==> run_1/clocks.png <==
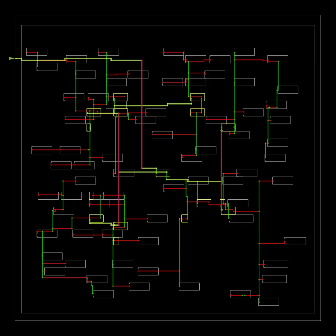
==> run_1/placement_by_type.png <==
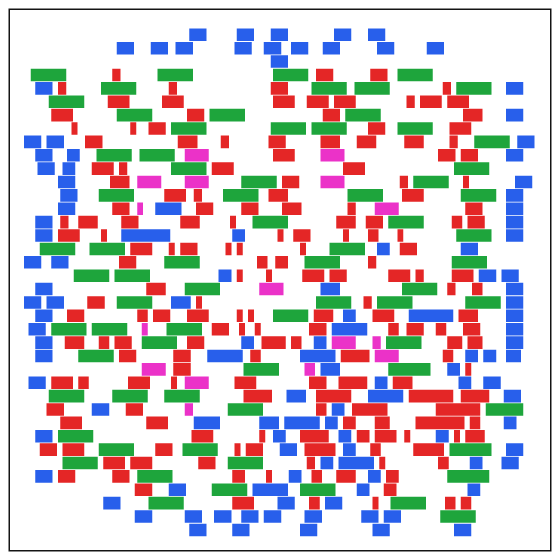
==> run_1/clk_routes.png <==
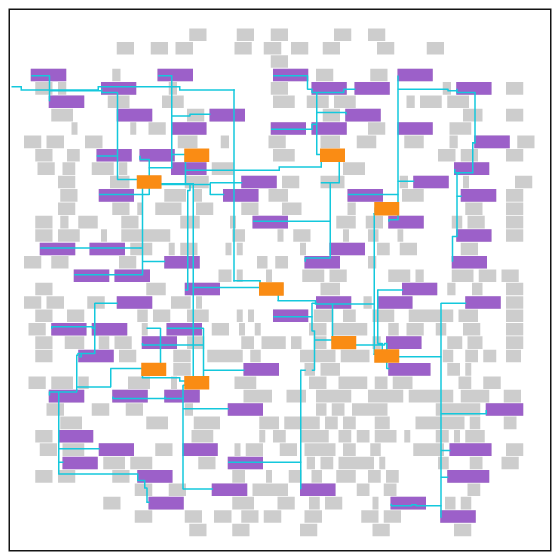
==> run_1/sizes.png <==
The bar under the picture is 20 µm long.
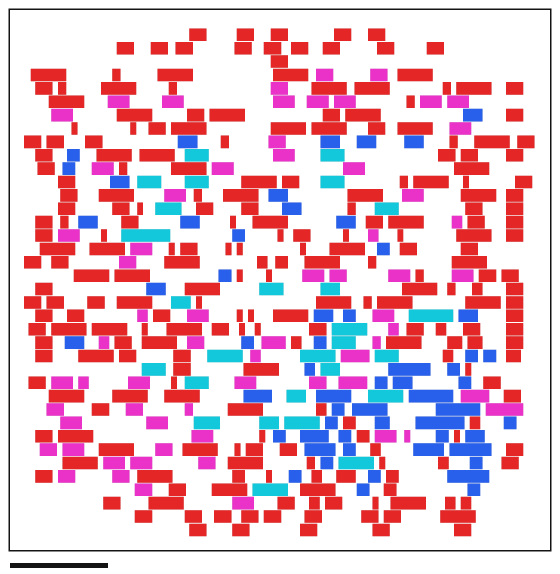
## config.mk

```make
export PLATFORM = sky130hd
export DESIGN_NAME = nios2_camera_sdram_lcd_cpu_oci_dct_packer
export DESIGN_NICKNAME = d
export VERILOG_FILES = /design/src/rtl/nios2_camera_sdram_lcd_cpu_oci_dct_packer.sv
export SDC_FILE = /design/constraint.sdc
export NUM_CORES = 1
export LEC_CHECK = 0
export CELL_PAD_IN_SITES_DETAIL_PLACEMENT = 1
export CELL_PAD_IN_SITES_GLOBAL_PLACEMENT = 2
export CORE_MARGIN = 2
export CORE_UTILIZATION = 27
export DETAILED_ROUTE_END_ITERATION = 10
export PLACE_DENSITY_LB_ADDON = 0.1
export SYNTH_ARGS = -nofsm -noshare
export SYNTH_HDL_FRONTEND = slang
export SYNTH_SLANG_ARGS = --single-unit
```

## constraint.sdc

```tcl
create_clock -name clk -period 2.1 [get_ports clk]
set_input_delay 0.42 -clock clk [delete_from_list [all_inputs] [get_ports clk]]
set_output_delay 0.42 -clock clk [all_outputs]
set_load 0.02 [all_outputs]
```

## src/rtl/nios2_camera_sdram_lcd_cpu_oci_dct_packer.sv

```systemverilog
// nios2_camera_sdram_lcd_cpu_oci_dct_packer
// Packs 2-bit direct-control-transfer codes into a live buffer/count pair
// and hands completed frames to a one-entry holding register (valid/ready).
// Frames that find the holding register occupied are dropped and flagged
// on the sticky dct_ovf output.
// Optional build macro: DCT_OVF_COUNT_EN adds an 8-bit saturating
// ovf_count output that counts dropped frames.
module nios2_camera_sdram_lcd_cpu_oci_dct_packer #(
    parameter int DCT_DEPTH = 15
) (
    input  logic                       clk,
    input  logic                       reset_n,
    input  logic                       trc_on,
    input  logic                       dct_valid,
    input  logic [1:0]                 dct_code,
    input  logic                       flush,
    input  logic                       frm_ready,
    input  logic                       ovf_clr,
    output logic [2*DCT_DEPTH-1:0]     dct_buffer,
    output logic [3:0]                 dct_count,
    output logic                       frm_valid,
    output logic [4+2*DCT_DEPTH-1:0]   frm_data,
`ifdef DCT_OVF_COUNT_EN
    output logic [7:0]                 ovf_count,
`endif
    output logic                       dct_ovf
);

    localparam int BW = 2 * DCT_DEPTH;

    logic [BW-1:0]   buffer_reg;
    logic [BW-1:0]   buffer_next;
    logic [3:0]      count_reg;
    logic [3:0]      count_next;
    logic            trc_prev_reg;
    logic            frm_valid_reg;
    logic [BW+3:0]   frm_data_reg;
    logic            ovf_reg;

    logic            absorb;
    logic            trc_fall;
    logic            emit;
    logic            hold_free;
    logic            drop;

    // A code is taken only while tracing; the guard on count keeps the
    // count from ever passing DCT_DEPTH even if the emit path misbehaved.
    assign absorb     = trc_on & dct_valid & (count_reg < 4'(DCT_DEPTH));
    assign count_next = count_reg + {3'd0, absorb};
    assign trc_fall   = trc_prev_reg & ~trc_on;

    // Emission is judged on the post-absorb contents, so a code arriving
    // together with flush or the trace-off edge lands in that frame.
    assign emit = (count_next == 4'(DCT_DEPTH)) |
                  ((flush | trc_fall) & (count_next != 4'd0));

    // The holding slot is usable when empty or when its frame leaves now.
    assign hold_free = ~frm_valid_reg | frm_ready;
    assign drop      = emit & ~hold_free;

    // Each 2-bit slot is overwritten only when it is the current write slot.
    generate
        for (genvar gi = 0; gi < DCT_DEPTH; gi++) begin : g_slot
            assign buffer_next[2*gi +: 2] = (absorb && (count_reg == 4'(gi)))
                                            ? dct_code
                                            : buffer_reg[2*gi +: 2];
        end
    endgenerate

    // Live buffer and count: advance on absorb, restart after any emission.
    always_ff @(posedge clk) begin
        if (!reset_n) begin
            buffer_reg   <= '0;
            count_reg    <= '0;
            trc_prev_reg <= 1'b0;
        end else begin
            trc_prev_reg <= trc_on;
            if (emit) begin
                buffer_reg <= '0;
                count_reg  <= '0;
            end else begin
                buffer_reg <= buffer_next;
                count_reg  <= count_next;
            end
        end
    end

    // Holding register: load a new frame when free, otherwise keep the
    // held frame stable; data is left untouched when a frame is accepted.
    always_ff @(posedge clk) begin
        if (!reset_n) begin
            frm_valid_reg <= 1'b0;
            frm_data_reg  <= '0;
        end else if (emit && hold_free) begin
            frm_valid_reg <= 1'b1;
            frm_data_reg  <= {count_next, buffer_next};
        end else if (frm_valid_reg && frm_ready) begin
            frm_valid_reg <= 1'b0;
        end
    end

    // Sticky overflow flag; a drop in the same cycle beats the clear.
    always_ff @(posedge clk) begin
        if (!reset_n) begin
            ovf_reg <= 1'b0;
        end else if (drop) begin
            ovf_reg <= 1'b1;
        end else if (ovf_clr) begin
            ovf_reg <= 1'b0;
        end
    end

`ifdef DCT_OVF_COUNT_EN
    logic [7:0] ovf_count_reg;

    // Saturating dropped-frame counter; clear plus drop restarts at one.
    always_ff @(posedge clk) begin
        if (!reset_n) begin
            ovf_count_reg <= 8'd0;
        end else if (drop) begin
            if (ovf_clr) begin
                ovf_count_reg <= 8'd1;
            end else if (ovf_count_reg != 8'hFF) begin
                ovf_count_reg <= ovf_count_reg + 8'd1;
            end
        end else if (ovf_clr) begin
            ovf_count_reg <= 8'd0;
        end
    end

    assign ovf_count = ovf_count_reg;
`endif

    assign dct_buffer = buffer_reg;
    assign dct_count  = count_reg;
    assign frm_valid  = frm_valid_reg;
    assign frm_data   = frm_data_reg;
    assign dct_ovf    = ovf_reg;

endmodule

```

==> results.py, run 1 <==
# Flow results
metrics = {
    "global_route": {
        "track_usage_pct": 16.9,
        "met1_usage_pct": 23.5,
        "grt_pass1_wl_um": 14900,
        "grt_max_degree": 35,
        "globalRouteMet2Util_pct": 26.0,
        "use_met3_pct": 4.09,
    },
    "final_layout": {
        "drive_gt1_share_pct": 37.9,
        "final_nets": 397,
        "seq_area_mm2": 0.00143,
        "fillCellCount": 1209,
        "logic_area_mm2": 0.00170,
        "mostFrequentLayoutCell": "clkdlybuf4s50_1",
        "areaGrowthSynthToFinish_pct": 57.2,
        "final_core_util_pct": 43.6,
        "largest_reg_flops": 34,
        "antennaDiodeCount": 0,
    },
    "detailed_routing": {
        "drcViolationCount": 0,
        "dr.pass1.iters": 4,
        "ant_nets": 0,
        "drt_iter0_drc": 61,
        "via_count": 2515,
        "viasPerCell": 4.74,
        "drt-total-wl_um": 9730,
    },
    "sta": {
        "final.period_utilization_pct": 103,
        "fin_ws_ns": -0.0628,
        "setup_viol": 45,
        "max_freq_ghz": 0.462,
        "tns_ns": -0.739,
        "whs_ns": 0.475,
        "tightest_slew_ns": 0.452,
        "relSlewSlack_pct": 69.0,
        "rsz0062_at_grt": "true",
        "hold_violations": 0,
        "min_period_ns": 2.16,
    },
    "setup_path": {
        "startpoint_type": "register",
        "worstPathRequired_ns": 2.36,
        "max_stage_delay_ns": 0.37,
        "worstPathCellList": "a41oi_2 -> ha_4 -> nand3_4 -> xnor2_2 -> o211ai_1 -> a21oi_4 -> buf_6 -> buf_12 -> a211oi_4",
        "worstSetupEndpointType": "register",
        "crit_path_top_delay_cell": "o211ai_1",
        "worstPathBufferInverterCount": 2,
        "path_class": "reg2reg",
    },
    "cts": {
        "tritoncts": "built",
        "post_cts_buffers": 9,
        "cts_max_level": 3,
        "cts_resized": 24,
    },
    "run": {
        "warnings": 29,
        "cap_violations": 0,
    },
    "placement": {
        "place_ws_ns": -0.665,
    },
    "die": {
        "dieWidth_um": 110,
        "chipArea_mm2": 0.0120,
        "fp_util_pct": 27.7,
        "die_h_um": 110,
    },
    "power_and_ir_drop": {
        "finalPower_uw": 3260,
        "p_leak_uw": 0.00158,
        "power.density_mw_per_mm2": 686,
    },
    "logic_synthesis": {
        "synth_nets": 287,
        "synth_warnings": 0,
        "postSynthSeqShare_pct": 47.1,
        "postSynthCellCount": 276,
        "synth.avg_cell_area_um2": 10.9,
        "async_reset_ff_share_pct": 0,
        "yosysCellCount": 276,
        "synth-edff-count": 0,
    },
    "hold_path": {
        "hp-class": "reg2reg",
    },
    "run_status": {
        "status": "finished with violations",
        "violations": "negative setup slack",
    },
}
-- clocks.png (at the start) --
P_clk: 1030 µW
CTS buffer count: 9
clock sink total: 71

-- placement_by_type.png (at the start) --
[combinational and other logic] red | cells: 184
[other buffers and delay cells] blue | cells: 120
[clock drivers and dummy loads] magenta | cells: 16
[flops] green | cells: 71
core region area: 0.0109 mm²
Rows: 38
Seq/total area: 30.2%

-- clk_routes.png (at the start) --
[clock drivers] orange | count: 9
[clock wires] cyan | length: 1100 µm
[flip-flops] purple | count: 71
routed clock nets: 10
Latency at later pin: 0.35 ns
Clock power frac: 31.6%
Worst Skew: 0.00924 ns

-- sizes.png (at the start) --
[_3 and _4 cells] blue | cells: 57 | share: 15%
[_0 and _1 cells] red | cells: 243 | share: 62%
[_6 and larger] cyan | cells: 27 | share: 6.9%
[_2 cells] magenta | cells: 64 | share: 16%
bufs w/o clock: 120
Final Cell Area: 0.00475 mm²
worst setup margin: -0.0628 ns

-- run 1: worst reg2reg max path: stages, from the launching register on --
cell and delay [ns]:
dfxtp_4 0.35, a41oi_2 0.22, ha_4 0.20, nand3_4 0.11, xnor2_2 0.17, o211ai_1 0.37
a21oi_4 0.13, buf_6 0.15, buf_12 0.14, a211oi_4 0.25
-- run 1: synth_stat cells, drive strengths merged, types with 3 or more instances --
cell type	n	area share, %
a211oi	33	14
buf	15	4.2
nor3	33	7.5
mux2i	31	10
nor2	43	5.3
or3	4	0.83
clkbuf	6	0.75
nand2b	3	0.62
dfxtp	71	47
and2	4	0.91
nand2	5	0.62
-- run 1: path summary, 6_finish.rpt --
kind	startpoint	end	slack, ns	cells past startpoint
min reg2reg	frm_data[31]	frm_data[31]	0.47	2
max	dct_count[0]	frm_data[33]	-0.06	9
min	frm_data[31]	frm_data[31]	0.47	2
max reg2reg	dct_count[0]	frm_data[33]	-0.06	9
-- run 1: power by group --
part | leakage, µW | internal [µW] | switching, µW
Clock | 0.0000937 | 492 | 538
Sequential | 0.000579 | 1420 | 50.4
Combinational | 0.000909 | 370 | 392
-- run 1: final cells by class --
class | instances | share of cell area [%]
Clock buffer | 13 | 3.35
Tap cell | 140 | 3.69
Timing Repair Buffer | 120 | 26.4
Clock inverter | 3 | 0.343
Inverter | 3 | 0.237
Multi-Input combinational cell | 181 | 35.8
Sequential cell | 71 | 30.2
-- run 1: cell families after synthesis --
logic type	Yosys count	share of synthesized area, %
xor gates and xnor gates	3	1.74
AOI/OAI and AO/OA	42	16.4
buffers and inverters	24	5.30
adders and majority gates	2	0.828
and+or+nand+nor	103	18.4
DFF	71	47.1
muxes	31	10.3
-- run 1: routing by layer --
metal  routed length, µm  up-vias
met5                   0        -
met4                 107        0
met3                 367        8
met2                4440       62
met1                4810     1244
li1                    -     1201
==> run 2: changes to the inputs <==
CORE_UTILIZATION = 30   (was 27)
CTS_CLUSTER_SIZE = 12   (was default)
clock period = 2.31 ns   (was 2.1 ns; I/O delays follow)
==> run_2/placement_by_type.png <==
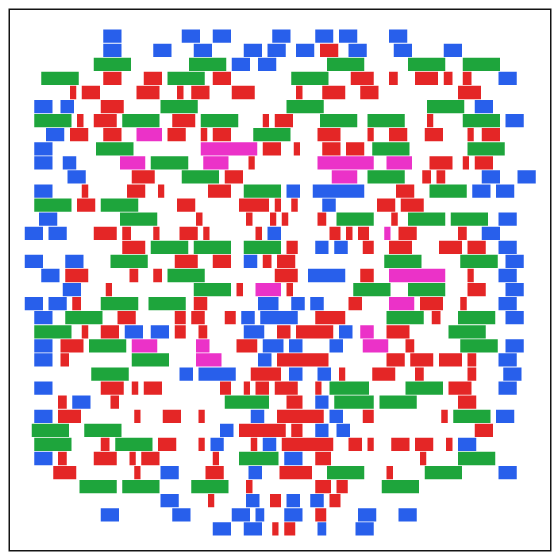
[other buffers and delay cells] blue | cells: 115
[clock drivers and dummy loads] magenta | cells: 16
[flops] green | cells: 71
[combinational and other logic] red | cells: 184

==> run_2/clk_routes.png <==
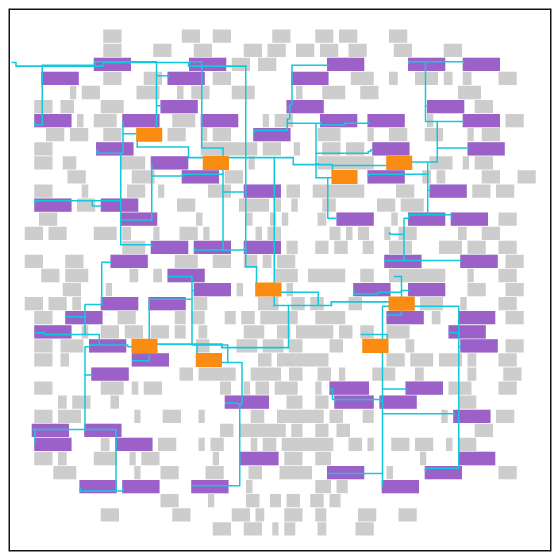
[clock drivers] orange | count: 9
[clock wires] cyan | length: 1020 µm
[flip-flops] purple | count: 71
flops lie: all over the die

==> run 2 against run 1 <==
Routed wire length decreased by 6.1%. Final cell count shrank 2.3%. Critical path type unchanged. Sequential share of layout area is 1.7 points higher. Global-route usage up 0.18 points. First-iteration DRC count decreased by 6.6%. Count of clock-buffer cells in the layout down 2. Cell area down 5.6%. Largest cell class unchanged. Maximum frequency is 2.5% lower. Critical path depth is 1 higher. The run now ends clean. Synthesized cell count is the same. Flip-flop count is the same.
==> results.py, run 2 <==
# Flow results
metrics = {
    "run_status": {
        "status": "finished clean",
    },
    "logic_synthesis": {
        "topCellsByArea": "dfxtp_1, a211oi_2, mux2i_1",
        "async_reset_ff_share_pct": 0,
        "synth.largest_area_cell": "dfxtp_1",
        "most_common_cell": "dfxtp_1",
        "top_cells_by_count": "dfxtp_1, nor2_1, mux2i_1",
        "ys_types": 43,
        "postSynthCellCount": 276,
        "postSynthSeqShare_pct": 47.1,
        "synth_warnings": 0,
        "yosys_area_mm2": 0.00302,
        "synth_nets": 287,
        "yosysCellCount": 276,
        "synth-edff-count": 0,
        "synth_area_mm2": 0.00302,
        "ys.flops": 71,
        "top_area_share_pct": 47.1,
        "ys.flop_type": "dfxtp_1",
        "synth.avg_cell_area_um2": 10.9,
    },
    "detailed_routing": {
        "wl_per_cell_um": 17.6,
        "viasPerCell": 4.76,
        "drcViolationCount": 0,
        "wl_met1_um": 4440,
        "met2_length_um": 4240,
        "drt_iter0_drc": 57,
        "via_count": 2470,
        "drt-total-wl_um": 9140,
        "top_layer": "met4",
        "wl_met3_um": 387,
        "ant_nets": 0,
        "dr.pass1.iters": 4,
    },
    "sta": {
        "skew_ns": 0.00795,
        "max_freq_ghz": 0.451,
        "relSlewSlack_pct": 59.9,
        "maxSlewViolCount": 0,
        "final.period_utilization_pct": 96.0,
        "whs_ns": 0.465,
        "min_period_ns": 2.22,
        "setup_viol": 0,
        "rsz0062_at_grt": "false",
        "tightest_slew_ns": 0.601,
        "hold_violations": 0,
    },
    "final_layout": {
        "inverters": 3,
        "areaGrowthSynthToFinish_pct": 48.3,
        "buf_share_pct": 24.9,
        "logic_area_mm2": 0.00151,
        "largest_reg_flops": 34,
        "layoutNonFillerInstCount": 519,
        "nMultiInputCombCells": 181,
        "sh_seq_area_pct": 31.9,
        "antennaDiodeCount": 0,
        "fillCellCount": 1107,
        "comb-cell-share_pct": 33.7,
        "signal_buffers": 115,
        "clkbuf_count": 11,
        "mostFrequentLayoutCell": "clkdlybuf4s50_1",
        "final_area_mm2": 0.00448,
        "flops": 71,
        "final_nets": 392,
        "final-clk-cell-share_pct": 5.50,
        "drive_gt1_share_pct": 30.1,
        "final_cell_mix": "clkdlybuf4s50_1, dfxtp_1, nor2_1",
        "seq_area_mm2": 0.00143,
        "largestClassByArea": "multi-input combinational cells",
        "final_core_util_pct": 45.8,
    },
    "power_and_ir_drop": {
        "finalPower_uw": 3190,
        "p_leak_uw": 0.00154,
        "power.density_mw_per_mm2": 711,
        "vdd_drop_max_v": 0.000403,
    },
    "global_route": {
        "grt_max_degree": 35,
        "grt_pass1_wl_um": 14400,
        "track_usage_pct": 17.1,
        "grt_pass1_vias": 2641,
        "grt_antenna_before_repair": 0,
        "globalRouteOverflowTotal": 0,
    },
    "placement": {
        "dp_cells": 495,
        "portBuffers": 78,
        "gp_congestion": 0.750,
        "dpl_cell_area_mm2": 0.00408,
        "dp_hpwl_um": 5930,
    },
    "die": {
        "die_h_um": 104,
        "row_count": 36,
        "num_io_pins": 79,
        "fp_util_pct": 30.9,
        "chipArea_mm2": 0.0109,
        "dieWidth_um": 104,
        "core-area_mm2": 0.00977,
        "taps": 133,
    },
    "setup_path": {
        "crit_path_max_fanout": 7,
        "r2r-start": "dct_count[1]",
        "worstPathRequired_ns": 2.52,
        "critPathLaunch": "dct_count[1]",
        "max_stage_delay_ns": 0.36,
        "crit_path_top_delay_cell": "dfxtp_2",
        "path_class": "reg2reg",
        "worstSetupEndpointType": "register",
        "arrival_ns": 2.42,
        "ff2ff_setup_slack_ns": 0.09,
        "startpoint_type": "register",
        "worstPathCellList": "a41oi_4 -> ha_4 -> ha_4 -> xnor2_4 -> o211ai_2 -> o211ai_1 -> a21oi_4 -> buf_6 -> buf_6 -> a211oi_2",
    },
    "cts": {
        "cts_root_buf": "clkbuf_8",
        "tritoncts": "built",
        "ctsHoldBuffers": 0,
        "clk_pin_slew_ns": 0.08,
        "cts_buffers": 9,
        "clock-sinks": 71,
        "clock_path_buffers": 2,
        "clock_latency_ns": 0.35,
        "cts_max_level": 3,
    },
    "hold_path": {
        "hp-class": "reg2reg",
        "min_from": "frm_data[31]",
    },
    "run": {
        "cap_violations": 0,
        "warnings": 26,
    },
}
## run 2: cell counts after synthesis
No cell type changed its count.
## run 2: timing repair
item / in CTS / in global routing
gates cloned: 2 / 0
pin swaps: 9 / 15
setup endpoints to repair: 69 / 67
setup buffers: 6 / 3
resized: 13 / 12
## run 2: path summary, 6_finish.rpt
kind / end / depth (start not counted)
worst max-delay path: frm_data[4] / 10
worst min-delay path: frm_data[31] / 2
worst max register to register: frm_data[4] / 10
worst min register to register: frm_data[31] / 2
## run 2: critical path, delay by kind of cell, from the launching register on
kind,cells,cell delay (ns)
xor+xnor,1,0.15
compound gates,5,0.88
buf+inv,2,0.31
fa+ha+maj,2,0.37
flops,1,0.36
## run 2: power breakdown
part | total (µW) | internal [µW] | switching (µW)
Combinational | 616 | 296 | 321
Sequential | 1330 | 1290 | 43.2
Clock | 1240 | 748 | 488
Total | 3190 | 2330 | 852
## run 2: cells by family (layout without fill, tap and decap cells)
kind of cell,count (synthesis),in the layout,synth area share (%)
AOI/OAI and AO/OA,42,42,16.4
xor gates and xnor gates,3,3,1.74
adders and majority gates,2,2,0.828
buffers and inverters,24,134,5.30
DFF,71,71,47.1
muxes,31,31,10.3
and+or+nand+nor,103,103,18.4
## run 2: through the flow
step,setup WS [ns],setup TNS [ns]
2_1_floorplan,0.0146,0
3_3_place_gp,-0.525,-34.01
3_5_place_dp,-0.560,-36.80
4_1_cts,0.0300,0
5_1_grt,0.0128,0
6_report,0.0916,0
## run 2: routing by layer
metal  vias to the layer above  GRT usage (%)
li1                       1197              -
met1                      1209           22.5
met2                        58           27.9
met3                         6           5.01
met4                         0           3.47
met5                         -              0
Power figures rest on the tool's default switching activity, not on a simulated workload.
